--- config.mk ---
export PLATFORM = sky130hd
export DESIGN_NAME = arbitrage_engine
export DESIGN_NICKNAME = d
export VERILOG_FILES = /design/src/rtl/arbitrage_engine.sv
export SDC_FILE = /design/constraint.sdc
export NUM_CORES = 1
export LEC_CHECK = 0
export CORE_UTILIZATION = 45
export DETAILED_ROUTE_END_ITERATION = 6
export PLACE_DENSITY = 0.69
export SLEW_MARGIN = 25
export SYNTH_ARGS = -nofsm -noshare
export SYNTH_HDL_FRONTEND = slang
export SYNTH_SLANG_ARGS = --single-unit
--- constraint.sdc ---
create_clock -name clk -period 6.35 [get_ports clk]
set_clock_uncertainty 0.2 [all_clocks]
set_input_delay 1.27 -clock clk [delete_from_list [all_inputs] [get_ports clk]]
set_output_delay 1.27 -clock clk [all_outputs]
set_load 0.005 [all_outputs]
--- src/rtl/arbitrage_engine.sv ---
// Two-exchange arbitrage detector: UART quote receiver, packet parser, spread compute, UART report sender.
// Optional ARB_REPORT_ALL_EN: when defined, a report is sent for every accepted packet, including no-trade.
module arbitrage_engine #(
    parameter int CLK_FREQ   = 50_000_000,
    parameter int BAUD       = 9600,
    parameter int MIN_PROFIT = 0
) (
    input  logic        clk,
    input  logic        rst,
    input  logic        uart_rx,
    output logic        uart_tx,
    output logic        packet_valid,
    output logic [7:0]  uart_tx_data,
    output logic        uart_tx_busy,
    output logic        uart_tx_en,
    output logic [15:0] profit,
    output logic [1:0]  trade_action
);
    localparam int CPB = CLK_FREQ / BAUD;
    localparam int CW  = $clog2(CPB + 1);
    localparam logic [CW-1:0] CPB_M1  = CW'(CPB - 1);
    localparam logic [CW-1:0] HALF_M1 = CW'(CPB / 2 - 1);
    localparam logic [16:0]   MIN_P   = 17'(MIN_PROFIT);

    typedef enum logic [1:0] {RX_IDLE, RX_START, RX_DATA, RX_STOP} rx_state_t;
    typedef enum logic [2:0] {P_HUNT, P_A_HI, P_A_LO, P_B_HI, P_B_LO, P_FOOTER} p_state_t;

    rx_state_t rx_state_q, rx_state_d;
    p_state_t  p_state_q, p_state_d;
    logic rx_meta_q, rx_sync_q, rx_prev_q;
    logic [CW-1:0] rx_cnt_q, rx_cnt_d, tx_cnt_q, tx_cnt_d;
    logic [2:0] rx_bit_q, rx_bit_d, idx_q, idx_d;
    logic [7:0] rx_sh_q, rx_sh_d, data_q, data_d;
    logic rx_valid_q, rx_valid_d, rx_err_q, rx_err_d;
    logic [15:0] price_a_q, price_a_d, price_b_q, price_b_d, profit_q, profit_d, rep_profit_q, rep_profit_d;
    logic [1:0] action_q, action_d, rep_action_q, rep_action_d, action_new;
    logic [15:0] spread;
    logic pv_q, pv_d, active_q, active_d, en_q, en_d, report_req;
    logic tx_q, tx_d, busy_q, busy_d;
    logic [3:0] tx_bits_q, tx_bits_d;
    logic [8:0] tx_sh_q, tx_sh_d;

    always_ff @(posedge clk or posedge rst) begin
        if (rst) begin
            rx_meta_q <= 1'b1;  rx_sync_q <= 1'b1;  rx_prev_q <= 1'b1;
            rx_state_q <= RX_IDLE; rx_cnt_q <= '0; rx_bit_q <= '0; rx_sh_q <= '0;
            rx_valid_q <= 1'b0; rx_err_q <= 1'b0;
            p_state_q <= P_HUNT; price_a_q <= '0; price_b_q <= '0;
            profit_q <= '0; action_q <= 2'b00; pv_q <= 1'b0;
            active_q <= 1'b0; idx_q <= '0; en_q <= 1'b0; data_q <= 8'h00;
            rep_profit_q <= '0; rep_action_q <= 2'b00;
            tx_q <= 1'b1; busy_q <= 1'b0; tx_cnt_q <= '0; tx_bits_q <= '0; tx_sh_q <= '0;
        end else begin
            rx_meta_q <= uart_rx;  rx_sync_q <= rx_meta_q;  rx_prev_q <= rx_sync_q;
            rx_state_q <= rx_state_d; rx_cnt_q <= rx_cnt_d; rx_bit_q <= rx_bit_d; rx_sh_q <= rx_sh_d;
            rx_valid_q <= rx_valid_d; rx_err_q <= rx_err_d;
            p_state_q <= p_state_d; price_a_q <= price_a_d; price_b_q <= price_b_d;
            profit_q <= profit_d; action_q <= action_d; pv_q <= pv_d;
            active_q <= active_d; idx_q <= idx_d; en_q <= en_d; data_q <= data_d;
            rep_profit_q <= rep_profit_d; rep_action_q <= rep_action_d;
            tx_q <= tx_d; busy_q <= busy_d; tx_cnt_q <= tx_cnt_d; tx_bits_q <= tx_bits_d; tx_sh_q <= tx_sh_d;
        end
    end

    // Receiver: timers count down to zero, samples taken at mid-bit
    always_comb begin
        rx_state_d = rx_state_q; rx_cnt_d = rx_cnt_q; rx_bit_d = rx_bit_q; rx_sh_d = rx_sh_q;
        rx_valid_d = 1'b0; rx_err_d = 1'b0;
        case (rx_state_q)
            RX_IDLE: if (rx_prev_q && !rx_sync_q) begin
                rx_cnt_d = HALF_M1; rx_state_d = RX_START;
            end
            RX_START: if (rx_cnt_q == '0) begin
                if (!rx_sync_q) begin
                    rx_cnt_d = CPB_M1; rx_bit_d = '0; rx_state_d = RX_DATA;
                end else rx_state_d = RX_IDLE;
            end else rx_cnt_d = rx_cnt_q - 1'b1;
            RX_DATA: if (rx_cnt_q == '0) begin
                rx_sh_d  = {rx_sync_q, rx_sh_q[7:1]};
                rx_cnt_d = CPB_M1;
                if (rx_bit_q == 3'd7) rx_state_d = RX_STOP;
                else rx_bit_d = rx_bit_q + 1'b1;
            end else rx_cnt_d = rx_cnt_q - 1'b1;
            RX_STOP: if (rx_cnt_q == '0) begin
                rx_state_d = RX_IDLE;
                if (rx_sync_q) rx_valid_d = 1'b1;
                else rx_err_d = 1'b1;
            end else rx_cnt_d = rx_cnt_q - 1'b1;
            default: rx_state_d = RX_IDLE;
        endcase
    end

    always_comb begin
        spread = (price_a_q > price_b_q) ? price_a_q - price_b_q : price_b_q - price_a_q;
        action_new = 2'b00;
        if ({1'b0, spread} > MIN_P) action_new = (price_a_q > price_b_q) ? 2'b10 : 2'b01;
    end

    always_comb begin
        p_state_d = p_state_q; price_a_d = price_a_q; price_b_d = price_b_q;
        profit_d = profit_q; action_d = action_q; pv_d = 1'b0;
        if (rx_err_q) begin
            p_state_d = P_HUNT;
        end else if (rx_valid_q) begin
            case (p_state_q)
                P_HUNT:   if (rx_sh_q == 8'hAA) p_state_d = P_A_HI;
                P_A_HI:   begin price_a_d[15:8] = rx_sh_q; p_state_d = P_A_LO; end
                P_A_LO:   begin price_a_d[7:0]  = rx_sh_q; p_state_d = P_B_HI; end
                P_B_HI:   begin price_b_d[15:8] = rx_sh_q; p_state_d = P_B_LO; end
                P_B_LO:   begin price_b_d[7:0]  = rx_sh_q; p_state_d = P_FOOTER; end
                P_FOOTER: begin
                    if (rx_sh_q == 8'h55) begin
                        pv_d = 1'b1; profit_d = spread; action_d = action_new;
                    end
                    p_state_d = P_HUNT;
                end
                default:  p_state_d = P_HUNT;
            endcase
        end
    end

`ifdef ARB_REPORT_ALL_EN
    assign report_req = pv_q;
`else
    assign report_req = pv_q && (action_q != 2'b00);
`endif

    // Report fields are snapshotted so an overlapping packet cannot tear a report
    always_comb begin
        active_d = active_q; idx_d = idx_q; en_d = 1'b0; data_d = data_q;
        rep_profit_d = rep_profit_q; rep_action_d = rep_action_q;
        if (!active_q) begin
            if (report_req) begin
                active_d = 1'b1; idx_d = 3'd1; en_d = 1'b1; data_d = 8'hAA;
                rep_profit_d = profit_q; rep_action_d = action_q;
            end
        end else if (!busy_q && !en_q) begin
            if (idx_q == 3'd5) active_d = 1'b0;
            else begin
                en_d  = 1'b1;
                idx_d = idx_q + 1'b1;
                case (idx_q)
                    3'd1:    data_d = {6'b0, rep_action_q};
                    3'd2:    data_d = rep_profit_q[15:8];
                    3'd3:    data_d = rep_profit_q[7:0];
                    default: data_d = 8'h55;
                endcase
            end
        end
    end

    always_comb begin
        tx_d = tx_q; busy_d = busy_q; tx_cnt_d = tx_cnt_q; tx_bits_d = tx_bits_q; tx_sh_d = tx_sh_q;
        if (busy_q) begin
            if (tx_cnt_q == '0) begin
                if (tx_bits_q == 4'd0) begin
                    busy_d = 1'b0; tx_d = 1'b1;
                end else begin
                    tx_d = tx_sh_q[0]; tx_sh_d = {1'b1, tx_sh_q[8:1]};
                    tx_bits_d = tx_bits_q - 1'b1; tx_cnt_d = CPB_M1;
                end
            end else tx_cnt_d = tx_cnt_q - 1'b1;
        end else if (en_q) begin
            tx_d = 1'b0; busy_d = 1'b1; tx_sh_d = {1'b1, data_q};
            tx_bits_d = 4'd9; tx_cnt_d = CPB_M1;
        end
    end

    assign uart_tx      = tx_q;
    assign packet_valid = pv_q;
    assign uart_tx_data = data_q;
    assign uart_tx_busy = busy_q;
    assign uart_tx_en   = en_q;
    assign profit       = profit_q;
    assign trade_action = action_q;
endmodule

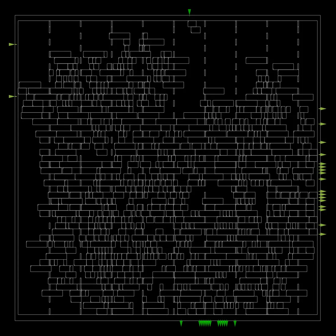
(cell placement)
FP Rows: 48
Final Core Density: 0.521

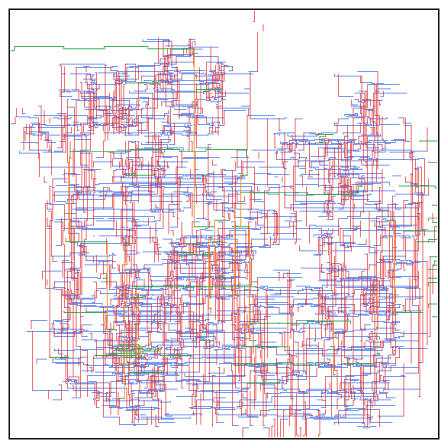
(signal wires by layer)
[green] metal 3 | wire length: 602 um
[orange] metal 4 | wire length: 365 um
[blue] metal 1 | wire length: 8040 um
[red] metal 2 | wire length: 7880 um
GRT Total Usage: 0.196
Via Count: 6119
Post-Route WL: 16900 um
Avg WL per Cell: 15.2 um

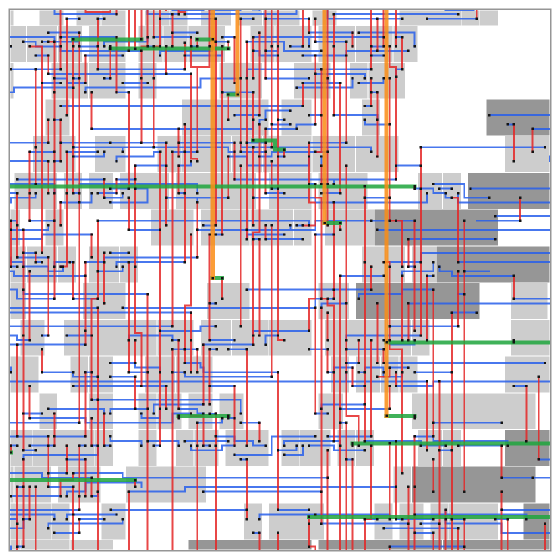
(zoomed window)
Region (48, 21) to (88, 61) um. Cells in grey, sequential cells in the stronger grey; small squares are vias.
[red] metal 2
[blue] metal 1
[green] metal 3
[orange] metal 4
sequential cells in the window: 6
cells with their middle in the window: 118
netlist names of flops here include: profit (4), trade_action (2)
most frequent: nand2_1 (18), nor2_1 (11), o21ai_0 (9)

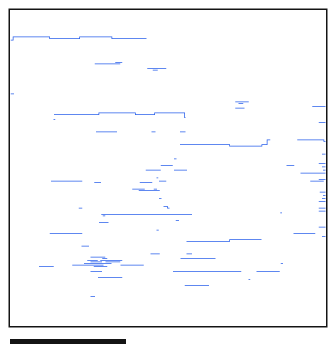
(met3 routing)
Scale bar: 50 um.
wire length on this layer: 602 um
main direction: horizontal
longest straight run: 38.6 um
nets with wire on the layer: 58
share of all routed wire: 3.6%
met3 usage: 0.0378

power by group through the flow:
stage	Combinational (mW)	Sequential, mW	Clock [mW]
detailed placement	0.301	1.01	0
global route	0.352	0.997	1.03
finish	0.301	0.991	0.974
global placement	0.291	1.01	0
floorplan	0.245	1.00	0
CTS	0.302	0.991	0.997
flip-flops by register name, indices dropped and copies added, names as in the netlist, 2 cells and up, named ones only:
signal        count
rep_action_q      2
price_b_q        16
rx_bit_q          3
rx_sh_q           8
p_state_q         3
price_a_q        16
rx_cnt_q         13
idx_q             3
profit           16
uart_tx_data      8
rep_profit_q     16
tx_cnt_q         13
tx_sh_q           9
tx_bits_q         4
trade_action      2
cells in the mapped netlist, types with 15 or more instances:
cell type	count	area share
ha_1	46	0.072
nand3_1	20	0.012
a21oi_1	50	0.031
mux2i_1	16	0.020
nor2_1	66	0.031
xnor2_1	17	0.019
dfrtp_1	140	0.44
nor3_1	15	0.0093
nand2_1	137	0.064
o21ai_1	16	0.010
clkbuf_1	16	0.0075
inv_1	55	0.026
o21ai_0	61	0.038
mux2_2	30	0.042
worst max path at each step:
stage / start / endpoint / slack, ps / cells past startpoint
global route: price_a_q[0] / trade_action[1] / 2390 / 13
finish: price_a_q[0] / trade_action[1] / 2680 / 13
floorplan: rst / asynchronous set/reset pin / 1020 / 1
CTS: price_a_q[0] / trade_action[1] / 2680 / 13
global placement: price_a_q[0] / trade_action[1] / 2770 / 13
detailed placement: price_a_q[0] / trade_action[1] / 2690 / 13
layout make-up:
type / count / area share
Clock buffer: 19 / 0.0479
Clock inverter: 12 / 0.0151
Inverter: 56 / 0.0241
Multi-Input combinational cell: 623 / 0.445
Sequential cell: 144 / 0.399
Tap cell: 225 / 0.0311
Timing Repair Buffer: 35 / 0.0379
through the flow:
stage / cells / area, um2
final: 1114 / 9040
after CTS: 1114 / 9040
after global placement: 1083 / 8470
after global routing: 1114 / 9040
after detailed placement: 1083 / 8470
after floorplan: 859 / 8040
cell families (layout without fill, tap and decap cells):
logic type      count (synthesis)  after routing  share of synthesized area
fa+ha+maj                      48             48                     0.0766
buf+inv                        92            122                     0.0510
simple gates                  308            308                      0.181
compound gates                194            194                      0.149
mux                            46             46                     0.0619
flops                         144            144                      0.449
xor+xnor                       27             27                     0.0313
layer usage:
| layer | track usage | routed length (um) | part of all wire |
|---|---|---|---|
| met1 | 0.259 | 8040 | 0.48 |
| met2 | 0.313 | 7880 | 0.47 |
| met3 | 0.0378 | 601 | 0.036 |
| met4 | 0.0768 | 364 | 0.022 |
| met5 | 0 | 0 | 0 |
==> out/qor.yml <==
drt_pass1_iterations: 5
path_delay_family: "AND-OR/OR-AND gates"
reg2reg_from: "price_a_q[0]"
hold_depth: 0
critical_path_buf_inv_count: 1
p_int_mw: 1.64
htreeDepth: 4
clockBufferDepth: 2
dp_hpwl_um: 12000
clockRootBuffer: "clkbuf_16"
mostFrequentLayoutCell: "dfrtp_1"
ys_types: 74
cts_buffers: 17
rsz0062_at_grt: "no"
drv_cap: 0
leakagePower_nw: 4.21
tns_ps: 0
min_to: "rx_sync_q"
cts_sinks: 144
setup_slack_ps: 2680
finalPower_mw: 2.27
ir_worst_vdd_v: 0.000240
drtIter0Drc: 410
port_buffers: 32
grt_pass1_wl_um: 28500
vias_per_cell: 5.49
gr-total-overflow: 0
r2r_slack_ps: 2680
finalClockPeriodUsage: 0.577
postRouteAntennaNets: 0
r2r_cells: 13
fin_crit_ps: 3670
boundaryPins: 33
syn_nets: 910
crit_type: "flip-flop to flip-flop"
drive_gt1_frac: 0.102
fmax_mhz: 273
setup_viol: 0
grt_max_degree: 106
crit_fanout: 23
syn_inst: 859
fp.dieW_um: 136
slew_headroom: 0.365
clockPowerShare: 0.430
fill_cells: 1568
netlist_area_um2: 8040
synth-edff-count: 0
powerDensity_nw_per_um2: 251
numSynthFlops: 144
clock_latency_ps: 420
ys.flop_type: "dfrtp_1"
hold_violations: 0
synth_area_per_cell_um2: 9.36
p_sw_uw: 626
cts_setup_buffers: 0
antenna_found_initial: 0
ys_cells: 859
cp-end-kind: "flip-flop"
crit_path_cell_trace: "inv_1 -> ha_1 -> fa_1 -> nand3b_1 -> a211oi_2 -> o21ai_1 -> a21boi_4 -> mux2i_1 -> o211ai_1 -> xnor2_1 -> nand2_1 -> nor4_2 -> a21oi_1"
slowest_stage: "a21boi_4"
cts_tree: "yes"
final_nets: 928
switching_share: 0.276
ys_seq_frac: 0.449
power_frac_comb: 0.133
combGateArea_um2: 4020
outcome: "finished, final reports clean"
post-place-ws_ps: 2690
fp.coreArea_um2: 17400
cts_resized: 0
syn_to_final_growth_pct: 12.4
ys_async_sr_fraction: 1.00
cp-start-kind: "flip-flop"
regArea_um2: 3610
critical_path.max_stage_delay_ps: 590
fp.dieH_um: 136
crit_required_ps: 6440
fp_util: 0.463
die_area_um2: 18400
log.warning_count: 50
worst_hold_slack_ps: 156
r2r-end: "trade_action[1]"
worst_pin_slew_ps: 949
hp-class: "flip-flop to flip-flop"
place_congestion: 0.882
drv_slew: 0
seq_power_share: 0.437
cp.arrival_ps: 3750
ys_warn_count: 0
ctsHoldBuffers: 0
Power figures rest on the tool's default switching activity, not on a simulated workload.
